$ cat src/rtl/muldiv_sequencer_if.sv
// Handshake and result bus between the EX-stage launch logic and the
// multiply/divide sequencer.
interface muldiv_sequencer_if #(
  parameter int WIDTH = 32
);
  logic             start;
  logic [1:0]       op;
  logic [WIDTH-1:0] rs_val;
  logic [WIDTH-1:0] rt_val;
  logic             mthi;
  logic             mtlo;
  logic [WIDTH-1:0] hi;
  logic [WIDTH-1:0] lo;
  logic             busy;
  logic             done;

  modport master (
    output start, op, rs_val, rt_val, mthi, mtlo,
    input  hi, lo, busy, done
  );

  modport slave (
    input  start, op, rs_val, rt_val, mthi, mtlo,
    output hi, lo, busy, done
  );
endinterface

$ cat src/rtl/muldiv_sequencer.sv
// Iterative MULT/MULTU/DIV/DIVU sequencer owning HI/LO.
// One operand bit per cycle on a shared shift/add-subtract accumulator,
// with sign handling done on magnitudes and a single fixup cycle at the end.
//
// state  | meaning
// IDLE   | waiting for start; mthi/mtlo moves accepted here
// CALC   | WIDTH iterations of shift-add or restoring divide
// FIX    | sign fixup, commit HI/LO, pulse done
module muldiv_sequencer #(
  parameter int WIDTH = 32
) (
  input logic                clk,
  input logic                reset,
  muldiv_sequencer_if.slave  bus
);
  localparam int CW = (WIDTH > 1) ? $clog2(WIDTH) : 1;

  localparam logic [1:0] S_IDLE = 2'd0;
  localparam logic [1:0] S_CALC = 2'd1;
  localparam logic [1:0] S_FIX  = 2'd2;

  logic [1:0]         state;
  logic [CW-1:0]      count;
  logic [2*WIDTH-1:0] acc;
  logic [WIDTH-1:0]   operand;
  logic               is_div;
  logic               neg_res;
  logic               neg_rem;
  logic               div_zero;
  logic [WIDTH-1:0]   hi_q;
  logic [WIDTH-1:0]   lo_q;
  logic               busy_q;
  logic               done_q;

  logic               signed_op;
  logic               neg_a;
  logic               neg_b;
  logic [WIDTH-1:0]   mag_a;
  logic [WIDTH-1:0]   mag_b;

  logic [WIDTH:0]     mul_sum;
  logic [WIDTH:0]     div_part;
  logic [WIDTH-1:0]   div_diff;
  logic               div_ge;
  logic [2*WIDTH-1:0] acc_next;
  logic [2*WIDTH-1:0] prod_neg;
  logic [WIDTH-1:0]   fix_hi;
  logic [WIDTH-1:0]   fix_lo;

  assign bus.hi   = hi_q;
  assign bus.lo   = lo_q;
  assign bus.busy = busy_q;
  assign bus.done = done_q;

  // Operand magnitudes and sign flags for the launch cycle.
  always_comb begin
    signed_op = ~bus.op[0];
    neg_a     = signed_op & bus.rs_val[WIDTH-1];
    neg_b     = signed_op & bus.rt_val[WIDTH-1];
    mag_a     = neg_a ? -bus.rs_val : bus.rs_val;
    mag_b     = neg_b ? -bus.rt_val : bus.rt_val;
  end

  // One iteration: multiply adds into the upper half and shifts right;
  // divide shifts left and subtracts the divisor when it fits.
  always_comb begin
    mul_sum  = {1'b0, acc[2*WIDTH-1:WIDTH]} + (acc[0] ? {1'b0, operand} : '0);
    div_part = acc[2*WIDTH-1:WIDTH-1];
    div_ge   = (div_part >= {1'b0, operand});
    div_diff = div_part[WIDTH-1:0] - operand;
    if (is_div) begin
      acc_next = {(div_ge ? div_diff : div_part[WIDTH-1:0]), acc[WIDTH-2:0], div_ge};
    end else begin
      acc_next = {mul_sum, acc[WIDTH-1:1]};
    end
  end

  // Final sign correction; divide-by-zero keeps the raw all-ones quotient
  // and the latched dividend as remainder.
  always_comb begin
    prod_neg = -acc;
    fix_hi   = acc[2*WIDTH-1:WIDTH];
    fix_lo   = acc[WIDTH-1:0];
    if (!is_div) begin
      if (neg_res) begin
        fix_hi = prod_neg[2*WIDTH-1:WIDTH];
        fix_lo = prod_neg[WIDTH-1:0];
      end
    end else if (div_zero) begin
      fix_lo = '1;
    end else begin
      if (neg_res) fix_lo = -acc[WIDTH-1:0];
      if (neg_rem) fix_hi = -acc[2*WIDTH-1:WIDTH];
    end
  end

  // Sequencer state, accumulator and HI/LO registers.
  always_ff @(posedge clk) begin
    if (reset) begin
      state    <= S_IDLE;
      count    <= '0;
      acc      <= '0;
      operand  <= '0;
      is_div   <= 1'b0;
      neg_res  <= 1'b0;
      neg_rem  <= 1'b0;
      div_zero <= 1'b0;
      hi_q     <= '0;
      lo_q     <= '0;
      busy_q   <= 1'b0;
      done_q   <= 1'b0;
    end else begin
      done_q <= 1'b0;
      case (state)
        S_IDLE: begin
          if (bus.start) begin
            is_div   <= bus.op[1];
            neg_res  <= neg_a ^ neg_b;
            neg_rem  <= neg_a;
            div_zero <= bus.op[1] & (bus.rt_val == '0);
            operand  <= bus.op[1] ? mag_b : mag_a;
            acc      <= {{WIDTH{1'b0}}, (bus.op[1] ? mag_a : mag_b)};
            count    <= '0;
            busy_q   <= 1'b1;
            state    <= S_CALC;
          end else begin
            if (bus.mthi) hi_q <= bus.rs_val;
            if (bus.mtlo) lo_q <= bus.rs_val;
          end
        end
        S_CALC: begin
          acc   <= acc_next;
          count <= count + 1'b1;
          if (count == CW'(WIDTH-1)) state <= S_FIX;
        end
        S_FIX: begin
          hi_q   <= fix_hi;
          lo_q   <= fix_lo;
          busy_q <= 1'b0;
          done_q <= 1'b1;
          state  <= S_IDLE;
        end
        default: state <= S_IDLE;
      endcase
    end
  end
endmodule

$ cat src/flat_wrapper.sv
// flat-port wrapper written by rule: the top's interface ports become plain ports
module muldiv_sequencer_flat 
#(
  parameter int WIDTH = 32
)
  (clk, reset, bus_start, bus_op, bus_rs_val, bus_rt_val, bus_mthi, bus_mtlo, bus_hi, bus_lo, bus_busy, bus_done);
  muldiv_sequencer_if #(.WIDTH(WIDTH)) bus_i ();
  input logic clk;
  input logic reset;
  input wire logic [$bits(bus_i.start)-1:0] bus_start;
  input wire logic [$bits(bus_i.op)-1:0] bus_op;
  input wire logic [$bits(bus_i.rs_val)-1:0] bus_rs_val;
  input wire logic [$bits(bus_i.rt_val)-1:0] bus_rt_val;
  input wire logic [$bits(bus_i.mthi)-1:0] bus_mthi;
  input wire logic [$bits(bus_i.mtlo)-1:0] bus_mtlo;
  output wire logic [$bits(bus_i.hi)-1:0] bus_hi;
  output wire logic [$bits(bus_i.lo)-1:0] bus_lo;
  output wire logic [$bits(bus_i.busy)-1:0] bus_busy;
  output wire logic [$bits(bus_i.done)-1:0] bus_done;
  assign bus_i.start = bus_start;
  assign bus_i.op = bus_op;
  assign bus_i.rs_val = bus_rs_val;
  assign bus_i.rt_val = bus_rt_val;
  assign bus_i.mthi = bus_mthi;
  assign bus_i.mtlo = bus_mtlo;
  assign bus_hi = bus_i.hi;
  assign bus_lo = bus_i.lo;
  assign bus_busy = bus_i.busy;
  assign bus_done = bus_i.done;
  muldiv_sequencer #(.WIDTH(WIDTH)) u_core (.clk(clk), .reset(reset), .bus(bus_i));
endmodule
$ cat config.mk
export PLATFORM = sky130hd
export DESIGN_NAME = muldiv_sequencer_flat
export DESIGN_NICKNAME = d
export VERILOG_FILES = /design/src/rtl/muldiv_sequencer_if.sv /design/src/rtl/muldiv_sequencer.sv /design/src/flat_wrapper.sv
export SDC_FILE = /design/constraint.sdc
export NUM_CORES = 1
export LEC_CHECK = 0
export CORE_MARGIN = 3
export CORE_UTILIZATION = 45
export CTS_CLUSTER_SIZE = 24
export DETAILED_ROUTE_END_ITERATION = 7
export PLACE_DENSITY = 0.63
export SKIP_LAST_GASP = 1
export SYNTH_ARGS = -nofsm -noshare
export SYNTH_HDL_FRONTEND = slang
export SYNTH_SLANG_ARGS = --single-unit
$ cat constraint.sdc
create_clock -name clk -period 10.2 [get_ports clk]
set_input_delay 1.02 -clock clk [delete_from_list [all_inputs] [get_ports clk]]
set_output_delay 1.02 -clock clk [all_outputs]
set_load 0.05 [all_outputs]
Fig. 1: run 1, wire density map
37 x 37 tiles, from black (low) to pale yellow (high), scaled to the fullest tile. Values are wire area over tile area, all layers added.
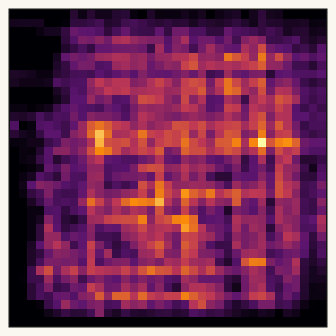
tiles over half the peak	14%
fullest tile	0.98
nearly empty tiles	10%
emptiest ninth of the die	north-west
Routed Wire Length: 57,800 um
WL/cell: 23.9 um
All-Layer GR Usage: 32.4%
via count: 15,400

Fig. 2: run 1, placed standard cells
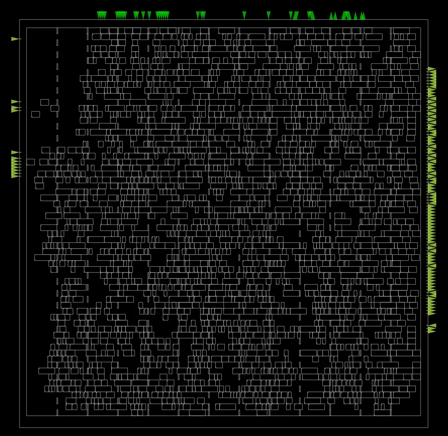
# rows: 65
flip-flops: 173

Fig. 3: run 1, gate-type map
Scale bar: 50 um.
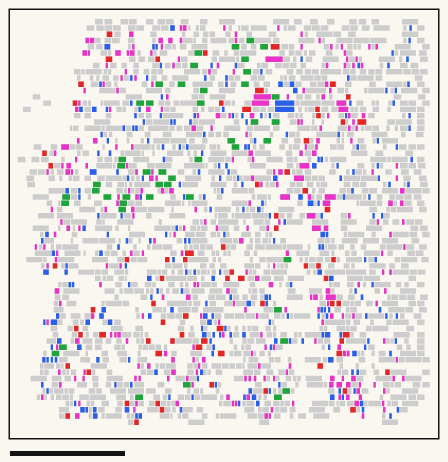
family	colour	cells
nand cells	blue	265
nor cells	magenta	283
and/or cells	red	73
mux cells	green	47
Top cell excl fill/tap: a21oi_1
logic share of the area: 61.9%
final std cells w/o fill: 2,416

==> flow_summary.json, run 1 <==
{
  "crit_family": "AND-OR/OR-AND gates",
  "relSlewSlack_pct": 30.4,
  "post-route-period-util_pct": 39.8,
  "area_leaders": "dfxtp_1 24%, a21oi_1 7.2%, xnor2_1 6.8%, ha_1 6.0%, nand2_1 5.3%",
  "hp-class": "register to register",
  "place_ws_ps": 5930,
  "p_total_uw": 2190,
  "antenna_left": 0,
  "r2r-start": "u_core.acc[32]",
  "antenna_found_initial": 1,
  "grt_pass1_wl_um": 85400,
  "io_pins": 137,
  "outcome": "finished clean",
  "syn_area_per_cell_um2": 7.44,
  "largest_register": "u_core.acc",
  "power.density_mw_per_mm2": 131,
  "syn_area_mm2": 0.0146,
  "final_layout_size_suffix_gt1_share_pct": 4.82,
  "clockBufferDepth": 2,
  "wl_met2_um": 24100,
  "ys_seq_share_pct": 23.8,
  "path_buffers": 1,
  "final_hold_viol_count": 0,
  "clockRootBuffer": "clkbuf_16",
  "cpPeakStageDelay_ps": 790,
  "grt_max_degree": 77,
  "crit_chain": "ha_1, nor2b_1, o31ai_1, a2111oi_0, a211o_1, a211oi_4, buf_4, nor2_1, a211oi_1, a21oi_1, a22o_1",
  "dieHeight_um": 186,
  "tightest_slew_ps": 1040,
  "powerComb_uw": 713,
  "synth_warnings": 0
}
==> run 1: cell families after synthesis <==
group | Yosys count | synth area share [%]
adder cells (fa/ha/maj) | 72 | 6.28
multiplexers | 47 | 3.23
flip-flops | 173 | 23.8
AND-OR/OR-AND | 670 | 30.3
buffers and inverters | 206 | 5.65
AND/OR/NAND/NOR | 621 | 20.6
XOR/XNOR | 170 | 10.2
==> run 1: final cells by class <==
| type | count | area (um^2) | share of cell area (%) |
|---|---|---|---|
| Antenna cell | 1 | 2.50 | 0.0150 |
| Inverter | 70 | 263 | 1.57 |
| Timing Repair Buffer | 158 | 1520 | 9.10 |
| Sequential cell | 173 | 3460 | 20.8 |
| Multi-Input combinational cell | 1580 | 10300 | 61.9 |
| Clock buffer | 17 | 425 | 2.55 |
| Tap cell | 402 | 503 | 3.01 |
| Clock inverter | 15 | 183 | 1.09 |
==> run 1: worst paths after layout <==
check / endpoint / depth (start not counted)
worst min-delay path: u_core.bus.hi[26] / 2
worst max-delay path: u_core.acc[41] / 11
worst max register to register: u_core.acc[41] / 11
worst min register to register: u_core.bus.hi[26] / 2
==> run 1: placed cells by master, fill, tap and decap left out, types with 24 or more instances in the layout <==
cell type	instances
a211oi_1	82
a21o_1	24
a21oi_1	210
clkdlybuf4s50_1	134
dfxtp_1	172
ha_1	70
inv_1	68
mux2i_1	47
nand2_1	204
nand3_1	24
nor2_1	198
nor3_1	33
o211ai_1	43
o21ai_0	104
o221ai_1	31
xnor2_1	113
xor2_1	57
==> run 1: metrics by stage <==
| stage | util [%] | instances |
|---|---|---|
| 2_1_floorplan | - | 1959 |
| 3_3_place_gp | 50.7 | 2383 |
| 3_5_place_dp | 50.7 | 2383 |
| 4_1_cts | 52.6 | 2415 |
| 5_1_grt | 52.6 | 2415 |
| 6_report | 52.6 | 2416 |
Fig. 4: run 1, close-up of the layout
Scale bar: 10 um. Window x 80 to 105, y 43 to 68 um. Cells in grey, sequential cells in the stronger grey; small squares are vias.
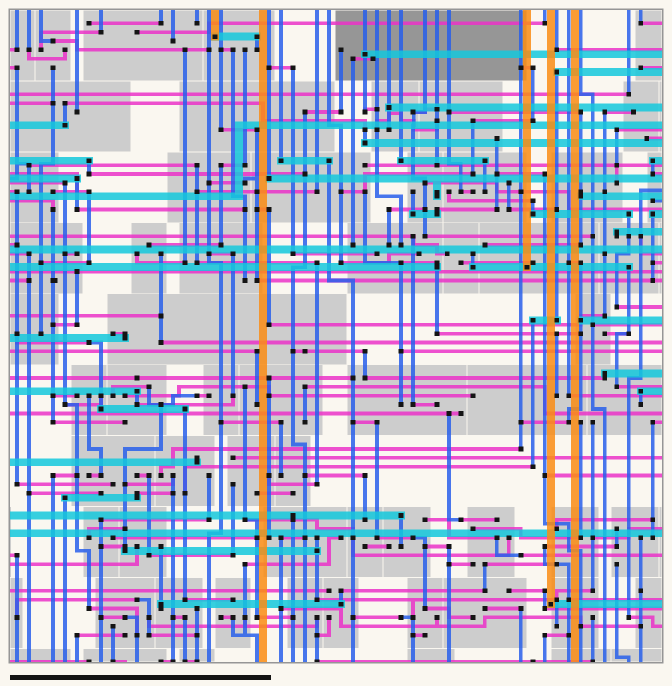

--- run 2 (diff from run 1) ---
- clock period: 10.2 -> 3.8 ns (I/O delays scaled with it)
Fig. 5: run 2, close-up of the layout
Scale bar: 10 um. Window x 80 to 105, y 43 to 68 um. Cells in grey, sequential cells in the stronger grey; small squares are vias.
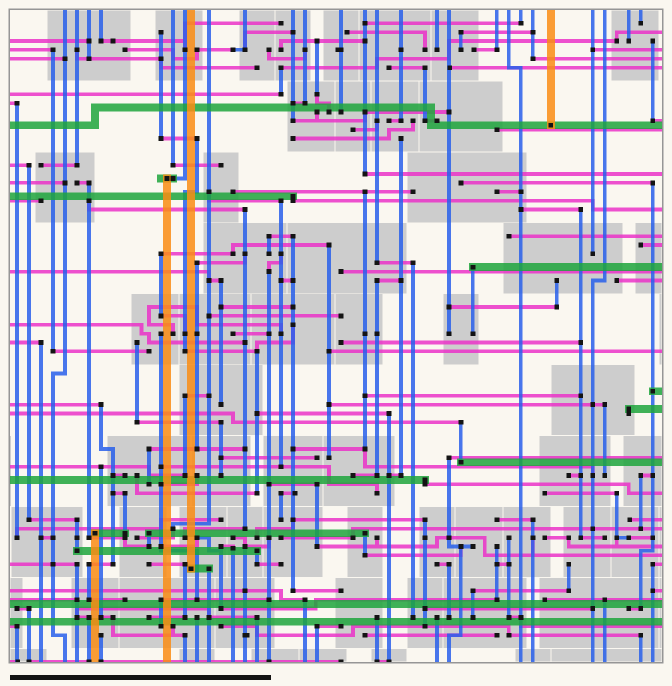
layer	colour
M4	orange
M3	green
M1	magenta
M2	blue
most frequent	a21oi_1 (9), nand2_1 (5), o21ai_0 (5)
sequential cells in the window	0
cells with their middle in the window	48

==> run 2 against run 1 <==
  * Clock skew decreased by 6.5 ps
  * Flip-flop count unchanged
  * Critical path depth increased by 2
  * Combinational power increased to 2.8 times the previous value
  * Clock power increased to 2.6 times the previous value
  * Power increased to 2.7 times the previous value
  * Sequential power increased to 2.7 times the previous value
  * Die size unchanged
  * Count of clock-buffer cells in the layout increased by 1
  * Area after synthesis unchanged
  * Fmax increased by 15%
  * Critical path type unchanged
  * Critical endpoint is now u_core.acc[57]
  * Highest routed layer is now met4
==> flow_summary.json, run 2 <==
{
  "cpPeakStageDelay_ps": 440,
  "clockRootBuffer": "clkbuf_16",
  "synth.logic.top_family": "AND-OR/OR-AND gates",
  "io_pins": 137,
  "placed_cells": 2430,
  "logic_area_mm2": 0.0103,
  "relSlewSlack_pct": 32.7,
  "wl_per_cell_um": 23.6,
  "stdcell_count": 2462,
  "post-route-period-util_pct": 93.3,
  "path_buffers": 2,
  "tightest_slew_ps": 1010,
  "final_layout_size_suffix_gt1_share_pct": 6.94,
  "simple_gate_area_share_pct": 20.6,
  "aoi_share_pct": 30.3,
  "grt_pass1_wl_um": 86300,
  "clockBufferDepth": 2,
  "dieHeight_um": 186,
  "syn_area_per_cell_um2": 7.44,
  "outcome": "finished clean",
  "largest_register": "u_core.acc",
  "antenna_found_initial": 0,
  "power.density_mw_per_mm2": 344,
  "final_hold_viol_count": 0,
  "grt_use_total_pct": 32.7,
  "area_leaders": "dfxtp_1 24%, a21oi_1 7.2%, xnor2_1 6.8%, ha_1 6.0%, nand2_1 5.3%",
  "crit_family": "AND-OR/OR-AND gates",
  "regArea_mm2": 0.00346,
  "num_antenna_cells": 0,
  "rows": 65,
  "syn_area_mm2": 0.0146,
  "antenna_left": 0,
  "synthMuxAreaShare_pct": 3.23
}
run 2: netlist changes by cell type in the layout (fill, tap and decap cells not counted), moves of 2 or more:
cell	previous run	this run
inv_8	3	1
bufinv_16	0	2
clkinv_4	0	4
clkinv_8	5	0
buf_12	0	2
inv_6	5	3
clkinv_2	0	2
buf_4	23	68
run 2: per-layer routing:
metal	vias to the layer above	wire [um]
met1	7459	25000
met2	740	25300
met3	101	5350
met4	0	2350
li1	7326	-
met5	-	0
run 2: worst reg2reg max path, cell delays in order (launching register included):
cell and delay [ps]:
dfxtp_1 440, inv_1 160, buf_4 220, nor2_1 120
ha_1 300, a21oi_1 220, o21ai_0 170, or3_1 340
o221ai_1 280, o21ai_0 270, a21oi_1 300, o21ai_0 150
xor2_1 160, a221o_1 310
run 2: through the flow:
stage               worst slack, ps  hold WS [ps]  cell area [um^2]  utilization, %  power (uW)
global route                   18.3           327             17000            53.7        6090
global placement                418           437             16400            51.9        4010
finish                          254           341             17000            53.7        5860
floorplan                       596           429             14600               -        3360
detailed placement              363           444             16400            51.9        4020
CTS                             327           315             17000            53.7        5840
run 2: layout make-up:
type	instances	share of cell area, %
Multi-Input combinational cell	1580	60.6
Sequential cell	173	20.3
Timing Repair Buffer	205	11.1
Tap cell	402	2.95
Clock buffer	18	2.52
Inverter	70	1.54
Clock inverter	14	0.925
run 2: path summary, 6_finish.rpt:
path | from | to | slack, ps | cells past startpoint
worst max register to register | u_core.acc[0] | u_core.acc[57] | 250 | 13
worst max-delay path | u_core.acc[0] | u_core.acc[57] | 250 | 13
worst min-delay path | reset | u_core.operand[21] | 340 | 2
worst min register to register | u_core.bus.hi[22] | u_core.bus.hi[22] | 450 | 2
Fig. 6: run 2, gate-type map
Scale bar: 50 um.
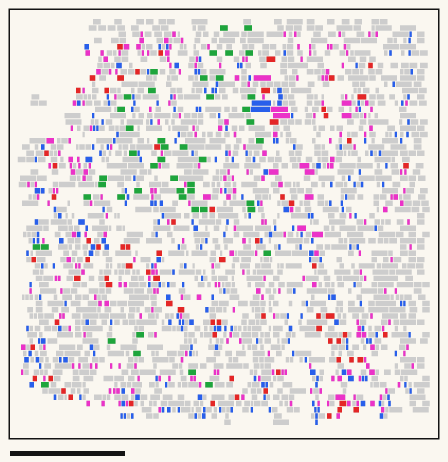

--- run 3 (diff from run 2) ---
--- a/config.mk
+++ b/config.mk
@@ -11,2 +11,3 @@
 export DETAILED_ROUTE_END_ITERATION = 7
+export MAX_ROUTING_LAYER = met4
 export PLACE_DENSITY = 0.63
==> constraint.sdc (replaced) <==
create_clock -name clk -period 3.8 [get_ports clk]
set_input_delay 0.95 -clock clk [delete_from_list [all_inputs] [get_ports clk]]
set_output_delay 0.95 -clock clk [all_outputs]
set_load 0.05 [all_outputs]
Fig. 7: run 3, gate-type map
Scale bar: 50 um.
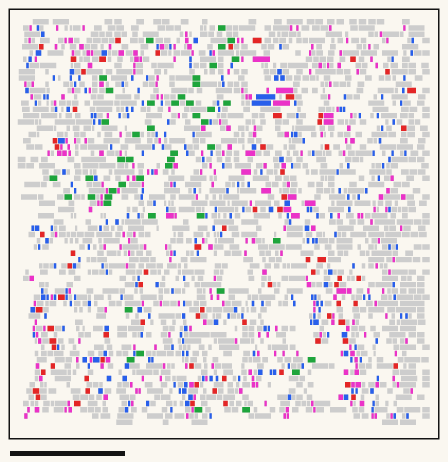
family	colour	cells
mux cells	green	47
nor cells	magenta	283
nand cells	blue	265
and/or cells	red	73
logic share of the area: 58.7%
final std cells w/o fill: 2,531

==> run 3 against run 2 <==
  * First-iteration DRC count up 4.5%
  * Worst setup slack worse by 80 ps
  * Synthesized cell count unchanged
  * Cell count up 2.8%
  * Critical path type is now input pin to register
  * Largest power group is now combinational logic
==> flow_summary.json, run 3 <==
{
  "outcome": "finished clean",
  "syn_area_per_cell_um2": 7.44,
  "rrSetupSlack_ps": 230,
  "placed_cells": 2499,
  "largest_register": "u_core.acc",
  "grt_use_total_pct": 36.0,
  "dr.max_layer_used": "met4",
  "clockRootBuffer": "clkbuf_16",
  "min_from": "u_core.bus.hi[26]",
  "worst_hold_slack_ps": 445,
  "r2r-start": "u_core.operand[0]",
  "power.density_mw_per_mm2": 342,
  "setup_ws_ps": 174,
  "area_leaders": "dfxtp_1 24%, a21oi_1 7.2%, xnor2_1 6.8%, ha_1 6.0%, nand2_1 5.3%",
  "hold_depth": 2,
  "path_buffers": 2,
  "place_ws_ps": -162,
  "synthMuxAreaShare_pct": 3.23,
  "relSlewSlack_pct": 33.3,
  "antenna_found_initial": 0,
  "final_layout_size_suffix_gt1_share_pct": 9.86,
  "crit_family": "simple AND/OR/NAND/NOR gates",
  "dr_wl_met3_um": 6730,
  "wl_met1_um": 28400,
  "dieHeight_um": 186,
  "synth.logic.top_family": "AND-OR/OR-AND gates",
  "wl_met2_um": 25200,
  "whs_endpoint": "u_core.bus.hi[26]",
  "reg2reg_depth": 12,
  "rr_endpoint": "u_core.acc[60]",
  "num_antenna_cells": 0,
  "final_hold_viol_count": 0,
  "aoi_share_pct": 30.3,
  "rows": 65,
  "io_pins": 137,
  "p_total_uw": 6010
}
-- run 3: cells by family (layout without fill, tap and decap cells) --
| kind of cell | after synthesis | in the layout |
|---|---|---|
| and+or+nand+nor | 621 | 621 |
| muxes | 47 | 47 |
| buffers and inverters | 206 | 376 |
| xor gates and xnor gates | 170 | 170 |
| DFF | 173 | 173 |
| AOI/OAI and AO/OA | 670 | 670 |
| adders and majority gates | 72 | 72 |
-- run 3: tightest hold or removal path, stage by stage, from the launching register on --
cell,delay (ps)
dfxtp_1,310
nand2_1,50
o21ai_1,50
-- run 3: repair_timing --
item,CTS,global route
endpoints found under the hold margin,0,0
gates resized,0,1
setup endpoints to repair,0,1
hold buffers,0,0
-- run 3: worst max-delay path by stage --
stage | slack (ps) | start | endpoint | cells after the start
6_report | 170 | bus_rs_val[18] | u_core.acc[29] | 11
5_1_grt | 30 | u_core.operand[18] | u_core.acc[61] | 12
4_1_cts | 250 | u_core.acc[32] | u_core.acc[51] | 13
3_5_place_dp | -160 | bus_rs_val[18] | u_core.acc[30] | 10
3_3_place_gp | -170 | bus_rs_val[18] | u_core.acc[29] | 11
2_1_floorplan | 600 | u_core.acc[0] | u_core.acc[59] | 12
-- run 3: where the power goes --
part	switching, uW	internal [uW]	total, uW
Combinational	1320	773	2090
Clock	869	991	1860
Sequential	136	1920	2060
-- run 3: area by class of cell --
type | instances | area [um^2]
clock inverter | 12 | 151
inverter | 70 | 263
clock buffer | 20 | 437
tap | 402 | 503
fill | 3066 | 14100
sequential | 173 | 3470
timing repair buffer | 274 | 2440
multi-input combinational | 1580 | 10300
Power is estimated from default activity; no workload was simulated.
